--- config.mk ---
export PLATFORM = sky130hd
export DESIGN_NAME = nvdla_csb_sequencer
export DESIGN_NICKNAME = d
export VERILOG_FILES = /design/src/rtl/nvdla_csb_sequencer.sv
export SDC_FILE = /design/constraint.sdc
export NUM_CORES = 1
export LEC_CHECK = 0
export CAP_MARGIN = 15
export CORE_ASPECT_RATIO = 1.5
export CORE_MARGIN = 4
export CORE_UTILIZATION = 49
export DETAILED_ROUTE_END_ITERATION = 7
export GPL_TIMING_DRIVEN = 1
export PLACE_DENSITY_LB_ADDON = 0.08
export SETUP_SLACK_MARGIN = 0.2
export SYNTH_ARGS = -nofsm -noshare
export SYNTH_HDL_FRONTEND = slang
export SYNTH_SLANG_ARGS = --single-unit
--- constraint.sdc ---
create_clock -name clk_i -period 2.5 [get_ports clk_i]
set_input_delay 0.5 -clock clk_i [delete_from_list [all_inputs] [get_ports clk_i]]
set_output_delay 0.5 -clock clk_i [all_outputs]
set_load 0.02 [all_outputs]
--- src/rtl/nvdla_csb_sequencer.sv ---
// Issues one HWPE configuration command as a single NVDLA CSB transaction, tracks the
// response, optionally waits for the NVDLA interrupt and guards every wait with a timeout.
module nvdla_csb_sequencer #(
    parameter bit          NPOSTED   = 1'b1,
    parameter int unsigned TIMEOUT_W = 16,
    parameter int unsigned TIMEOUT   = 65535
) (
    input  logic        clk_i,
    input  logic        rst_ni,
    input  logic        clear_i,

    input  logic        cmd_valid_i,
    output logic        cmd_ready_o,
    input  logic [15:0] cmd_addr_i,
    input  logic [31:0] cmd_wdata_i,
    input  logic        cmd_write_i,
    input  logic        cmd_wait_intr_i,

    output logic        busy_o,
    output logic        done_o,
    output logic        err_o,
    output logic [31:0] rdata_o,

    output logic        csb2nvdla_valid_o,
    input  logic        csb2nvdla_ready_i,
    output logic [15:0] csb2nvdla_addr_o,
    output logic [31:0] csb2nvdla_wdat_o,
    output logic        csb2nvdla_write_o,
    output logic        csb2nvdla_nposted_o,

    input  logic        nvdla2csb_valid_i,
    input  logic [31:0] nvdla2csb_data_i,
    input  logic        nvdla2csb_wr_complete_i,

    input  logic        intr_i
);

    typedef enum logic [2:0] {
        ST_IDLE,
        ST_REQ,
        ST_WAIT_RESP,
        ST_WAIT_INTR,
        ST_DONE
    } state_e;

    localparam bit                   TO_EN   = (TIMEOUT != 0);
    localparam logic [TIMEOUT_W-1:0] TO_LAST = TIMEOUT_W'((TIMEOUT == 0) ? 0 : TIMEOUT - 1);
    localparam logic [TIMEOUT_W-1:0] CNT_MAX = '1;

    state_e state_q, state_d;

    logic [15:0]          cmd_addr_q;
    logic [31:0]          cmd_wdata_q;
    logic                 cmd_write_q;
    logic                 cmd_wait_q;
    logic [31:0]          rdata_q;
    logic                 err_q;
    logic                 intr_q;
    logic                 intr_pending_q;
    logic [TIMEOUT_W-1:0] cnt_q;

    logic intr_rise;
    logic rd_done;
    logic wr_done;
    logic timeout_hit;
    logic accept;
    logic capture;
    logic to_fire;
    logic enter_wait;
    logic in_wait;

    assign intr_rise   = intr_i & ~intr_q;
    // A response of the wrong kind for the latched command is simply ignored.
    assign rd_done     = ~cmd_write_q & nvdla2csb_valid_i;
    assign wr_done     = cmd_write_q & nvdla2csb_wr_complete_i;
    assign timeout_hit = TO_EN && (cnt_q == TO_LAST);

    always_ff @(posedge clk_i or negedge rst_ni) begin
        if (!rst_ni) begin
            state_q <= ST_IDLE;
        end else if (clear_i) begin
            state_q <= ST_IDLE;
        end else begin
            state_q <= state_d;
        end
    end

    always_comb begin
        state_d             = state_q;
        accept              = 1'b0;
        capture             = 1'b0;
        to_fire             = 1'b0;
        cmd_ready_o         = 1'b0;
        busy_o              = 1'b1;
        done_o              = 1'b0;
        csb2nvdla_valid_o   = 1'b0;
        csb2nvdla_addr_o    = '0;
        csb2nvdla_wdat_o    = '0;
        csb2nvdla_write_o   = 1'b0;
        csb2nvdla_nposted_o = 1'b0;

        case (state_q)
            ST_IDLE: begin
                cmd_ready_o = 1'b1;
                busy_o      = 1'b0;
                if (cmd_valid_i) begin
                    accept  = 1'b1;
                    state_d = ST_REQ;
                end
            end
            ST_REQ: begin
                csb2nvdla_valid_o   = 1'b1;
                csb2nvdla_addr_o    = cmd_addr_q;
                csb2nvdla_wdat_o    = cmd_wdata_q;
                csb2nvdla_write_o   = cmd_write_q;
                csb2nvdla_nposted_o = NPOSTED & cmd_write_q;
                if (csb2nvdla_ready_i) begin
                    if (!cmd_write_q || NPOSTED) begin
                        state_d = ST_WAIT_RESP;
                    end else if (cmd_wait_q) begin
                        state_d = ST_WAIT_INTR;
                    end else begin
                        state_d = ST_DONE;
                    end
                end
            end
            ST_WAIT_RESP: begin
                // Completion takes priority over a timeout landing on the same cycle.
                if (rd_done || wr_done) begin
                    capture = rd_done;
                    state_d = cmd_wait_q ? ST_WAIT_INTR : ST_DONE;
                end else if (timeout_hit) begin
                    to_fire = 1'b1;
                    state_d = ST_DONE;
                end
            end
            ST_WAIT_INTR: begin
                if (intr_pending_q || intr_rise) begin
                    state_d = ST_DONE;
                end else if (timeout_hit) begin
                    to_fire = 1'b1;
                    state_d = ST_DONE;
                end
            end
            ST_DONE: begin
                done_o  = 1'b1;
                state_d = ST_IDLE;
            end
            default: begin
                state_d = ST_IDLE;
            end
        endcase
    end

    assign in_wait    = (state_q == ST_WAIT_RESP) || (state_q == ST_WAIT_INTR);
    assign enter_wait = ((state_d == ST_WAIT_RESP) || (state_d == ST_WAIT_INTR)) &&
                        (state_d != state_q);

    always_ff @(posedge clk_i or negedge rst_ni) begin
        if (!rst_ni) begin
            cmd_addr_q     <= '0;
            cmd_wdata_q    <= '0;
            cmd_write_q    <= 1'b0;
            cmd_wait_q     <= 1'b0;
            rdata_q        <= '0;
            err_q          <= 1'b0;
            intr_q         <= 1'b0;
            intr_pending_q <= 1'b0;
            cnt_q          <= '0;
        end else if (clear_i) begin
            cmd_addr_q     <= '0;
            cmd_wdata_q    <= '0;
            cmd_write_q    <= 1'b0;
            cmd_wait_q     <= 1'b0;
            rdata_q        <= '0;
            err_q          <= 1'b0;
            intr_q         <= 1'b0;
            intr_pending_q <= 1'b0;
            cnt_q          <= '0;
        end else begin
            intr_q <= intr_i;

            if (accept) begin
                cmd_addr_q  <= cmd_addr_i;
                cmd_wdata_q <= cmd_wdata_i;
                cmd_write_q <= cmd_write_i;
                cmd_wait_q  <= cmd_wait_intr_i;
            end

            // Edges during REQ/WAIT_RESP are remembered so WAIT_INTR cannot miss them.
            if (accept || (state_q == ST_DONE)) begin
                intr_pending_q <= 1'b0;
            end else if ((state_q != ST_IDLE) && intr_rise) begin
                intr_pending_q <= 1'b1;
            end

            if (capture) begin
                rdata_q <= nvdla2csb_data_i;
            end

            if (accept) begin
                err_q <= 1'b0;
            end else if (to_fire) begin
                err_q <= 1'b1;
            end

            if (enter_wait) begin
                cnt_q <= '0;
            end else if (in_wait && (cnt_q != CNT_MAX)) begin
                cnt_q <= cnt_q + TIMEOUT_W'(1);
            end
        end
    end

    assign err_o   = err_q;
    assign rdata_o = rdata_q;

endmodule

==> images/class_map.png <==
The bar under the picture is 20 um long. Fill, decap, tap and diode cells in gray.
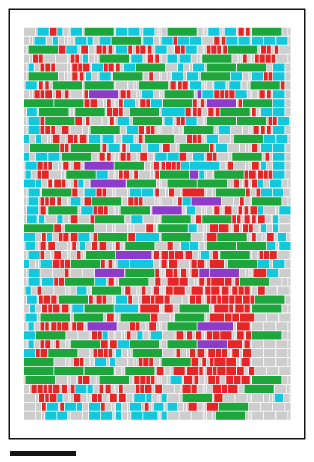
- purple: clock drivers and dummy loads (cells 15; share of their area 4.9%)
- green: sequential cells (cells 104; share of their area 38%)
- red: remaining logic cells (cells 419; share of their area 32%)
- cyan: remaining buffers and delay cells (cells 191; share of their area 25%)

==> images/m1.png <==
Supply wires on this layer in gray.
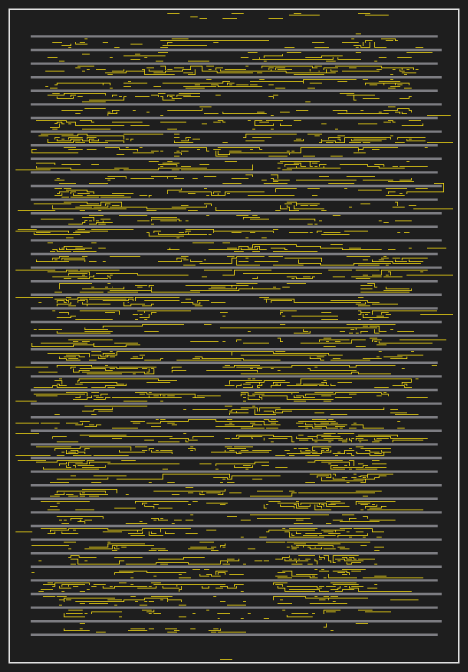
- main direction: horizontal
- nets with wire on the layer: 715
- longest straight run: 31.3 um
- share of all routed wire: 37%

==> results.json <==
{
  "cts-root-buf": "clkbuf_16",
  "rr_worst_depth": 5,
  "clkCellAreaFrac": 0.04821,
  "crit_cells": 4,
  "synth_top_area_share": 0.5318,
  "met3_usage": 0.05395,
  "skew_ns": 0.006673,
  "powerDensity_nw_per_um2": 580.3,
  "layout_setup_ws_ns": 0.2667,
  "hp-class": "in2async",
  "fp_nets": 653,
  "clockBufferCount": 10,
  "diodes": 1,
  "cp_data_arrival_time_ns": 1.73,
  "die-area_um2": 11680,
  "crit_start": "state_q[1]$_DFF_PN0_",
  "ys.flops": 104,
  "status": "finished clean",
  "top_layer": "met4",
  "top_cells_by_area": "dfrtp_1, nand2_1, a21oi_1",
  "syn_avg_cell_area_um2": 8.723,
  "period_needed_ns": 2.233,
  "setup_viol": 0
}
-- what timing repair did --
item | in CTS | in global routing
setup endpoints to repair | 54 | 51
resized | 54 | 85
pin swaps | 0 | 1
cloned | 0 | 1
buffers inserted | 0 | 1
-- power breakdown --
part,leakage (nW),switching [mW],internal [mW]
registers,1.42,0.0413,1.76
clock network,0.159,0.595,0.975
logic,1.47,0.364,0.303
total,3.05,1.00,3.04
-- cells by family (layout without fill, tap and decap cells) --
logic type / Yosys count / after routing
simple gates: 293 / 293
compound gates: 118 / 118
flops: 104 / 104
buf+inv: 42 / 210
fa+ha+maj: 2 / 2
mux: 2 / 2
other cells: 0 / 1
Power figures rest on the tool's default switching activity, not on a simulated workload.
